[src/rtl/timer_pkg.sv]
// Shared types and defaults for the multi-channel timeout timer.
package timer_pkg;

    typedef enum logic [1:0] {
        T_IDLE,
        T_RUN,
        T_DONE
    } timer_state_t;

    // 1 ms tick at 100 MHz
    localparam int unsigned DefaultPrescale = 100000;
    localparam int unsigned DefaultCntW     = 32;

endpackage

[src/rtl/timer_channel.sv]
// One programmable timeout channel: prescaler, tick counter and IDLE/RUN/DONE FSM.
module timer_channel
    import timer_pkg::*;
#(
    parameter int unsigned CNT_W    = DefaultCntW,
    parameter int unsigned PRESCALE = DefaultPrescale
) (
    input  logic             clk_i,
    input  logic             rst_i,
    input  logic             start_i,
    input  logic             clear_i,
    input  logic             periodic_i,
    input  logic [CNT_W-1:0] period_i,
    output logic             busy_o,
    output logic             done_o,
    output logic             expire_o
);

    localparam int unsigned   PscW    = $clog2(PRESCALE + 1);
    localparam logic [PscW-1:0] PscLast = PscW'(PRESCALE - 1);

    timer_state_t     state_q, state_d;
    logic [CNT_W-1:0] tick_q, tick_d;
    logic [CNT_W-1:0] reload_q, reload_d;
    logic [PscW-1:0]  psc_q, psc_d;
    logic             periodic_q, periodic_d;
    logic             busy_q, busy_d;
    logic             done_q, done_d;
    logic             expire_q, expire_d;
    logic             expire_evt;
    logic             wrap;
    logic [CNT_W-1:0] load_val;

    assign wrap     = (psc_q == PscLast);
    assign load_val = (period_i == '0) ? CNT_W'(1) : period_i;

    always_ff @(posedge clk_i or posedge rst_i) begin
        if (rst_i) begin
            state_q    <= T_IDLE;
            tick_q     <= '0;
            reload_q   <= '0;
            psc_q      <= '0;
            periodic_q <= 1'b0;
            busy_q     <= 1'b0;
            done_q     <= 1'b0;
            expire_q   <= 1'b0;
        end else begin
            state_q    <= state_d;
            tick_q     <= tick_d;
            reload_q   <= reload_d;
            psc_q      <= psc_d;
            periodic_q <= periodic_d;
            busy_q     <= busy_d;
            done_q     <= done_d;
            expire_q   <= expire_d;
        end
    end

    // Priority: clear, then (re)start, then counting. A tick counter of 1 at a
    // prescaler wrap is the expiry; it never sits at 0 while running.
    always_comb begin
        state_d    = state_q;
        tick_d     = tick_q;
        reload_d   = reload_q;
        psc_d      = psc_q;
        periodic_d = periodic_q;
        expire_evt = 1'b0;
        if (clear_i) begin
            state_d = T_IDLE;
            tick_d  = '0;
            psc_d   = '0;
        end else if (start_i) begin
            state_d    = T_RUN;
            tick_d     = load_val;
            reload_d   = load_val;
            periodic_d = periodic_i;
            psc_d      = '0;
        end else if (state_q == T_RUN) begin
            if (wrap) begin
                psc_d = '0;
                if (tick_q == CNT_W'(1)) begin
                    expire_evt = 1'b1;
                    if (periodic_q) begin
                        tick_d = reload_q;
                    end else begin
                        state_d = T_DONE;
                        tick_d  = '0;
                    end
                end else begin
                    tick_d = tick_q - CNT_W'(1);
                end
            end else begin
                psc_d = psc_q + PscW'(1);
            end
        end
    end

    always_comb begin
        busy_d   = (state_d == T_RUN);
        done_d   = (state_d == T_DONE);
        expire_d = expire_evt;
    end

    assign busy_o   = busy_q;
    assign done_o   = done_q;
    assign expire_o = expire_q;

endmodule

[src/rtl/multi_timeout_timer.sv]
// NUM_CH independent timeout timers; each channel is a self-contained timer_channel.
module multi_timeout_timer
    import timer_pkg::*;
#(
    parameter int unsigned NUM_CH   = 4,
    parameter int unsigned CNT_W    = DefaultCntW,
    parameter int unsigned PRESCALE = DefaultPrescale
) (
    input  logic                    clk_i,
    input  logic                    rst_i,
    input  logic [NUM_CH-1:0]       start_i,
    input  logic [NUM_CH-1:0]       clear_i,
    input  logic [NUM_CH-1:0]       periodic_i,
    input  logic [NUM_CH*CNT_W-1:0] period_i,
    output logic [NUM_CH-1:0]       busy_o,
    output logic [NUM_CH-1:0]       done_o,
    output logic [NUM_CH-1:0]       expire_o
);

    for (genvar c = 0; c < NUM_CH; c++) begin : g_ch
        timer_channel #(
            .CNT_W    (CNT_W),
            .PRESCALE (PRESCALE)
        ) u_ch (
            .clk_i      (clk_i),
            .rst_i      (rst_i),
            .start_i    (start_i[c]),
            .clear_i    (clear_i[c]),
            .periodic_i (periodic_i[c]),
            .period_i   (period_i[c*CNT_W +: CNT_W]),
            .busy_o     (busy_o[c]),
            .done_o     (done_o[c]),
            .expire_o   (expire_o[c])
        );
    end

endmodule

[config.mk]
export PLATFORM = sky130hd
export DESIGN_NAME = multi_timeout_timer
export DESIGN_NICKNAME = d
export VERILOG_FILES = /design/src/rtl/timer_pkg.sv /design/src/rtl/timer_channel.sv /design/src/rtl/multi_timeout_timer.sv
export SDC_FILE = /design/constraint.sdc
export NUM_CORES = 1
export LEC_CHECK = 0
export CORE_UTILIZATION = 59
export DETAILED_ROUTE_END_ITERATION = 12
export GPL_ROUTABILITY_DRIVEN = 1
export PLACE_DENSITY = 0.81
export SYNTH_ARGS = -nofsm -noshare
export SYNTH_HDL_FRONTEND = slang
export SYNTH_SLANG_ARGS = --single-unit
[constraint.sdc]
create_clock -name clk_i -period 16.32 [get_ports clk_i]
set_input_delay 3.264 -clock clk_i [delete_from_list [all_inputs] [get_ports clk_i]]
set_output_delay 3.264 -clock clk_i [all_outputs]
set_load 0.01 [all_outputs]
==> flow_summary.ini, run 1 <==
; synthesis and place-and-route metrics
[logic_synthesis]
ys_sh_adder_pct = 0.770
mux_share_pct = 0.327
synth.top_cells.by_count = 535 x sky130_fd_sc_hd__nand2_1, 348 x sky130_fd_sc_hd__dfrtp_1, 217 x sky130_fd_sc_hd__nor2_1
synth.top_cell.area_share_pct = 44.7
fp_nets = 2499
post_synth_instance_area_mm2 = 0.0195
ys_async_sr_fraction_pct = 100
avgSynthCellArea_um2 = 8.32
synth_top_area_cells = sky130_fd_sc_hd__dfrtp_1 45%, sky130_fd_sc_hd__nand2_1 10%, sky130_fd_sc_hd__nor2_1 4.2%
synth_cell_type_count = 82
post_synth_ao_oa_area_fraction_pct = 16.2
yosys-stat-area_mm2 = 0.0195
edf_count = 0
yosys_cells = 2345
seq_area_frac_synth_pct = 44.7
synth-simple-area-share_pct = 29.5
logic_family = simple AND/OR/NAND/NOR gates
yosys.cell_count.top_type = sky130_fd_sc_hd__nand2_1
synth.ff_latch_count = 348

[setup_path]
crit_path_cell_trace = clkdlybuf4s50_1 -> nor2_1 -> nand2_1 -> o21ai_0 -> nor2_1
rr_worst_depth = 8
worstSetupStartpointType = input port
rrSetupSlack_ns = 12.77
crit_family = simple AND/OR/NAND/NOR gates
r2r-end = g_ch[1].u_ch.tick_q[21]
cp.depth = 5
timing.rr.start = g_ch[1].u_ch.tick_q[1]
cp-startpoint = start_i[1]
end_kind = flip-flop
path_buffers = 1
cp_data_required_time_ns = 16.72
criticalPathCategory = input port to flip-flop

[timing]
rsz_0062_raised_after_global_routing = no
timing.slew.headroom_pct = 13.0
final_hold_viol_count = 0
tns_ns = 0
maxSlewViolCount = 0
max_slew.worst_pin.slew_ns = 1.30
timing.fmax_mhz = 161
setup_violations_final = 0

[job]
warnings = 32

[power_and_ir_drop]
top_power_group = registers
comb_power_share_pct = 13.7
leakage_nw = 9.90
power.combinational.total_mw = 0.316
pwr-share-seq_pct = 43.2
clock_power_share_pct = 43.1
clock_net_power_mw = 0.992
p_int_mw = 1.68
power-per-cell-area_mw_per_mm2 = 102

[drt]
route.final.wire_length_um = 55600
wl_met3_um = 4540
vias_per_cell = 6.45
met2WireLength_um = 26000
wl_met1_um = 23300
vias = 18600
drt_pre_antenna_iters = 5
antenna_left = 0

[grt]
gr-total-overflow = 0
global_route.usage.met2_pct = 53.3
first_pass_grt_wire_length_um = 90200
top_usage_layer = met2
met3_usage_pct = 4.81
gr-usage-all-layers_pct = 32.9
grt_antenna_before_repair = 0
grt_pass1_vias = 18100
met1_usage_pct = 44.8

[floorplan]
placeableCoreArea_mm2 = 0.0325
die_w_um = 184
initial_core_util_pct = 59.9
row_count = 66
io_pins = 154
die-height_um = 184
nWellTaps = 442

[placement]
placement.io_buffers = 153
dpl_wire_length_um = 36900
replace_congestion = 0.936

[cells_and_area]
layout.core_utilization_pct = 69.5
area_growth_from_synthesis_to_layout_pct = 16.0
final_layout_top_logic_cell = sky130_fd_sc_hd__nand2_1
fillCellCount = 2605
insertedDiodeCount = 0
final_cell_count_no_fill = 2889
area_share_nonclk_buffers_pct = 7.53
largest_class = logic gates
finish.net_count = 2573
clock_area_share_pct = 6.40
layout-drive-gt1-share_pct = 5.76
num-nonclk-inverters = 46
biggestRegsByFlops = g_ch.u_ch.reload_q x128, g_ch.u_ch.tick_q x128, g_ch.u_ch.psc_q x68
comb_area_share_pct = 44.3
area.share.sequential_pct = 38.5
final.clkbuf_count = 53

[min_path]
hold_path.startpoint = g_ch[3].u_ch.reload_q[5]
hold_path_depth = 2
worstHoldPathType = flip-flop to flip-flop
holdPathEnd = g_ch[3].u_ch.reload_q[5]

[clock_network]
cts_hold_buffers_added = 0
worst_skew_pair.late_latency_ns = 0.53
cts.path.max_buffers = 3
htreeDepth = 2
tritoncts_num_sinks = 348

[status]
status = finished clean
run_1/met3.png
The bar under the picture is 50 um long.
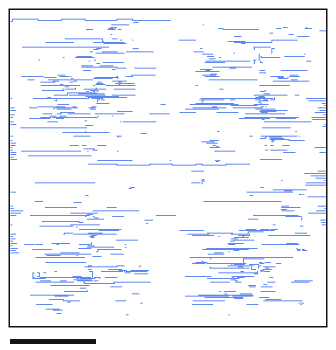
wire length on this layer = 4540 um
longest straight run = 59.8 um
nets with wire on the layer = 346

run_1/clock_map.png
The bar under the picture is 50 um long.
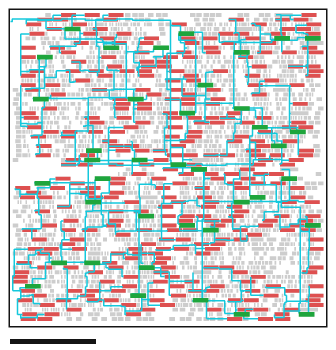
red -> flip-flops  # count 348
cyan -> clock wires  # length 4480 um
green -> cells driving clock nets  # count 39
flops lie = spread over the die
routed clock nets = 40

run_1/metal_stack.png
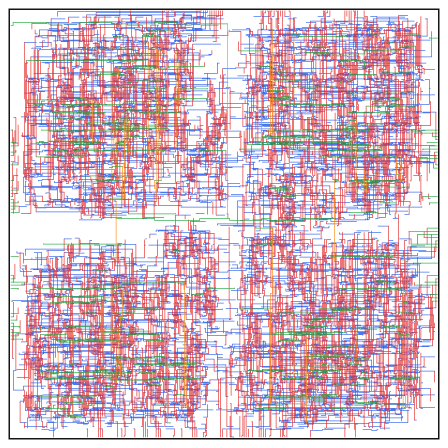
orange -> met4  # wire length 1720 um
blue -> met1  # wire length 23.3 mm
green -> met3  # wire length 4540 um
red -> met2  # wire length 26.0 mm

==> run 2: changes to the inputs <==
==> constraint.sdc (replaced) <==
create_clock -name clk_i -period 6.15 [get_ports clk_i]
set_input_delay 1.23 -clock clk_i [delete_from_list [all_inputs] [get_ports clk_i]]
set_output_delay 1.23 -clock clk_i [all_outputs]
set_load 0.01 [all_outputs]
run_2/met3.png
The bar under the picture is 50 um long.
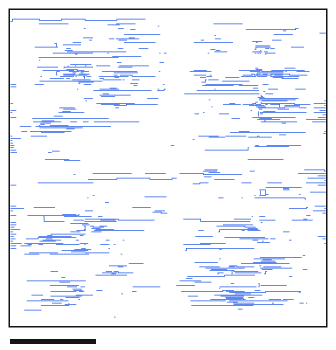
wire length on this layer = 4640 um
longest straight run = 46.2 um
nets with wire on the layer = 326
main direction = horizontal
share of all routed wire = 8.5%

==> run 2 against run 1 <==
Against the previous run: clock-buffer cell count unchanged; flip-flop count unchanged; clock skew down 0.0027 ns; critical path depth up 1; largest power group unchanged.
==> flow_summary.ini, run 2 <==
; synthesis and place-and-route metrics
[logic_synthesis]
ys_async_sr_fraction_pct = 100
seq_area_frac_synth_pct = 44.7
logic_family = simple AND/OR/NAND/NOR gates
yosys.cell_count.top_type = sky130_fd_sc_hd__nand2_1
post_synth_ao_oa_area_fraction_pct = 16.2
synth-simple-area-share_pct = 29.5
post_synth_instance_area_mm2 = 0.0195
edf_count = 0
synth_cell_type_count = 82
yosys_cells = 2345
synth.ff_latch_count = 348
synth.top_cell.area_share_pct = 44.7
synth_top_area_cells = sky130_fd_sc_hd__dfrtp_1 45%, sky130_fd_sc_hd__nand2_1 10%, sky130_fd_sc_hd__nor2_1 4.2%
yosys-stat-area_mm2 = 0.0195
synth.top_cells.by_count = 535 x sky130_fd_sc_hd__nand2_1, 348 x sky130_fd_sc_hd__dfrtp_1, 217 x sky130_fd_sc_hd__nor2_1
avgSynthCellArea_um2 = 8.32
fp_nets = 2499
ys_sh_adder_pct = 0.770
mux_share_pct = 0.327

[clock_network]
cts_hold_buffers_added = 0
worst_skew_pair.late_latency_ns = 0.54
clock_tree.root_cell = sky130_fd_sc_hd__clkbuf_16
cts.path.max_buffers = 3
tritoncts_num_sinks = 348
htreeDepth = 2

[power_and_ir_drop]
finalPower_mw = 5.96
power_switching_share_pct = 27.6
clock_power_share_pct = 41.6
p_int_mw = 4.31
pwr-share-seq_pct = 44.3
power.combinational.total_mw = 0.840
top_power_group = registers
leakage_nw = 9.87
clock_net_power_mw = 2.48
comb_power_share_pct = 14.1
power-per-cell-area_mw_per_mm2 = 264

[cells_and_area]
fillCellCount = 2615
comb_area_share_pct = 44.5
area_share_nonclk_buffers_pct = 7.70
biggestRegsByFlops = g_ch.u_ch.reload_q x128, g_ch.u_ch.tick_q x128, g_ch.u_ch.psc_q x68
num-nonclk-inverters = 46
finish.net_count = 2573
nNonClkBuffers = 177
layout.core_utilization_pct = 69.3
final_layout_top_logic_cell = sky130_fd_sc_hd__nand2_1
largest_class = logic gates
final_cell_count_no_fill = 2890
area.share.sequential_pct = 38.6
layout-drive-gt1-share_pct = 5.76
final.clkbuf_count = 53
insertedDiodeCount = 0
clock_area_share_pct = 6.00
area_growth_from_synthesis_to_layout_pct = 15.7

[status]
status = finished clean

[timing]
final_hold_viol_count = 0
rsz_0062_raised_after_global_routing = no
tns_ns = 0
max_slew.worst_pin.slew_ns = 1.30
timing.fmax_mhz = 258
setup_violations_final = 0
maxSlewViolCount = 0
timing.slew.headroom_pct = 13.4

[floorplan]
die-height_um = 184
initial_core_util_pct = 59.9
placeableCoreArea_mm2 = 0.0325
io_pins = 154
die_w_um = 184
row_count = 66
nWellTaps = 442

[setup_path]
criticalPathCategory = input port to flip-flop
cp.depth = 6
r2r-end = g_ch[3].u_ch.tick_q[25]
path_buffers = 2
worstSetupStartpointType = input port
end_kind = flip-flop
rrSetupSlack_ns = 2.55
crit_family = simple AND/OR/NAND/NOR gates
cp-startpoint = start_i[0]
timing.rr.start = g_ch[3].u_ch.psc_q[0]
cp_data_required_time_ns = 6.59
crit_path_cell_trace = clkdlybuf4s50_1 -> inv_1 -> nand2_1 -> nor2_1 -> o21ai_0 -> a221oi_1
rr_worst_depth = 7

[min_path]
hold_path_depth = 2
holdPathEnd = g_ch[2].u_ch.reload_q[6]
hold_path.startpoint = g_ch[2].u_ch.reload_q[6]
worstHoldPathType = flip-flop to flip-flop

[grt]
grt_pass1_vias = 17700
met1_usage_pct = 45.2
top_usage_layer = met2
gr-total-overflow = 0
gr-usage-all-layers_pct = 32.4
global_route.usage.met2_pct = 51.9
met3_usage_pct = 4.48
grt_antenna_before_repair = 0
first_pass_grt_wire_length_um = 89000

[drt]
vias = 18500
antenna_left = 0
wl_met3_um = 4640
vias_per_cell = 6.42
detail_route.drc_violations = 0
drt_pre_antenna_iters = 6
route.final.wire_length_um = 54400
met2WireLength_um = 25300
wl_met1_um = 22900

[placement]
replace_congestion = 0.916
dpl_wire_length_um = 36100
run_2/final_placement.png
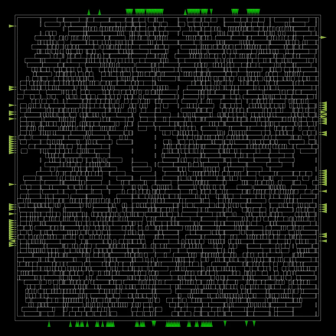

==> run 3: changes to the inputs <==
==> constraint.sdc (replaced) <==
create_clock -name clk_i -period 3.75 [get_ports clk_i]
set_input_delay 0.75 -clock clk_i [delete_from_list [all_inputs] [get_ports clk_i]]
set_output_delay 0.75 -clock clk_i [all_outputs]
set_load 0.01 [all_outputs]
run_3/final_placement.png
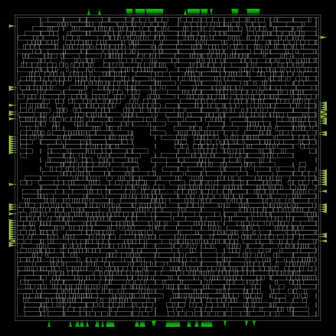
total core area: 0.0325 mm2
register share of the cell area: 37.8%

==> run 3 against run 2 <==
Against the previous run: combinational power rose by about 70%; flip-flop count is the same; worst setup slack got worse by 1.6 ns; core utilization up 1.6 points; wire length is 2.6% higher; non-clock buffer count grew 48; cell area up 2.3%.
==> flow_summary.ini, run 3 <==
; synthesis and place-and-route metrics
[drt]
vias_per_cell = 6.38
met2WireLength_um = 26000
vias = 18700
wl_met3_um = 4540
drt_pre_antenna_iters = 8
detail_route.drc_violations = 0
wl_met1_um = 23900
antenna_left = 0

[grt]
global_route.usage.met2_pct = 54.5
gr-total-overflow = 0
gr-usage-all-layers_pct = 33.7
grt_antenna_before_repair = 0
top_usage_layer = met2
grt_pass1_vias = 18100
first_pass_grt_wire_length_um = 92300
met3_usage_pct = 5.17

[clock_network]
clock_tree.root_cell = sky130_fd_sc_hd__clkbuf_16
worst_skew_pair.late_latency_ns = 0.54
tritoncts_num_sinks = 348
htreeDepth = 2
cts.path.max_buffers = 3
cts_hold_buffers_added = 0

[power_and_ir_drop]
leakage_nw = 10.2
clock_net_power_mw = 4.23
power_switching_mw = 2.74
power.combinational.total_mw = 1.43
comb_power_share_pct = 14.3
clock_power_share_pct = 42.3
power-per-cell-area_mw_per_mm2 = 433
p_int_mw = 7.25
top_power_group = registers
pwr-share-seq_pct = 43.4
finalPower_mw = 10.0
power_switching_share_pct = 27.4

[cells_and_area]
biggestRegsByFlops = g_ch.u_ch.reload_q x128, g_ch.u_ch.tick_q x128, g_ch.u_ch.psc_q x68
clock_area_share_pct = 6.16
insertedDiodeCount = 0
final.clkbuf_count = 52
area_growth_from_synthesis_to_layout_pct = 18.3
final_cell_count_no_fill = 2939
num-nonclk-inverters = 46
final_layout_top_logic_cell = sky130_fd_sc_hd__nand2_1
comb_area_share_pct = 43.5
layout.core_utilization_pct = 70.9
nNonClkBuffers = 225
layout-drive-gt1-share_pct = 7.69
finish.net_count = 2622
area_share_nonclk_buffers_pct = 9.47
fillCellCount = 2536

[logic_synthesis]
post_synth_ao_oa_area_fraction_pct = 16.2
post_synth_instance_area_mm2 = 0.0195
synth.top_cells.by_count = 535 x sky130_fd_sc_hd__nand2_1, 348 x sky130_fd_sc_hd__dfrtp_1, 217 x sky130_fd_sc_hd__nor2_1
seq_area_frac_synth_pct = 44.7
synth.top_cell.area_share_pct = 44.7
logic_family = simple AND/OR/NAND/NOR gates
synth.ff_latch_count = 348
avgSynthCellArea_um2 = 8.32
synth_cell_type_count = 82
ys_async_sr_fraction_pct = 100
fp_nets = 2499
edf_count = 0
synth-simple-area-share_pct = 29.5
ys_sh_adder_pct = 0.770
yosys-stat-area_mm2 = 0.0195
mux_share_pct = 0.327

[setup_path]
timing.rr.start = g_ch[0].u_ch.tick_q[8]
cp_data_required_time_ns = 4.16
path_buffers = 0
cp-startpoint = g_ch[0].u_ch.tick_q[8]
cp.depth = 6
crit_path_cell_trace = or4_1 -> nor4_1 -> nand3_1 -> o21ai_0 -> nand2_1 -> a221oi_1
r2r-end = g_ch[0].u_ch.tick_q[0]
criticalPathCategory = flip-flop to flip-flop
rr_worst_depth = 6

[floorplan]
row_count = 66
fp.dieArea_mm2 = 0.0338
die_w_um = 184
io_pins = 154
nWellTaps = 442
die-height_um = 184
initial_core_util_pct = 59.9

[min_path]
hold_path_depth = 2
holdPathEnd = g_ch[1].u_ch.reload_q[19]
worstHoldPathType = flip-flop to flip-flop
hold_path.startpoint = g_ch[1].u_ch.reload_q[19]

[timing]
max_slew.worst_pin.slew_ns = 1.26
timing.slew.headroom_pct = 16.2
maxSlewViolCount = 0
rsz_0062_raised_after_global_routing = no
setup_violations_final = 0
final_hold_viol_count = 0

[placement]
dpl_wire_length_um = 38600

[status]
status = finished clean
Power figures rest on the tool's default switching activity, not on a simulated workload.
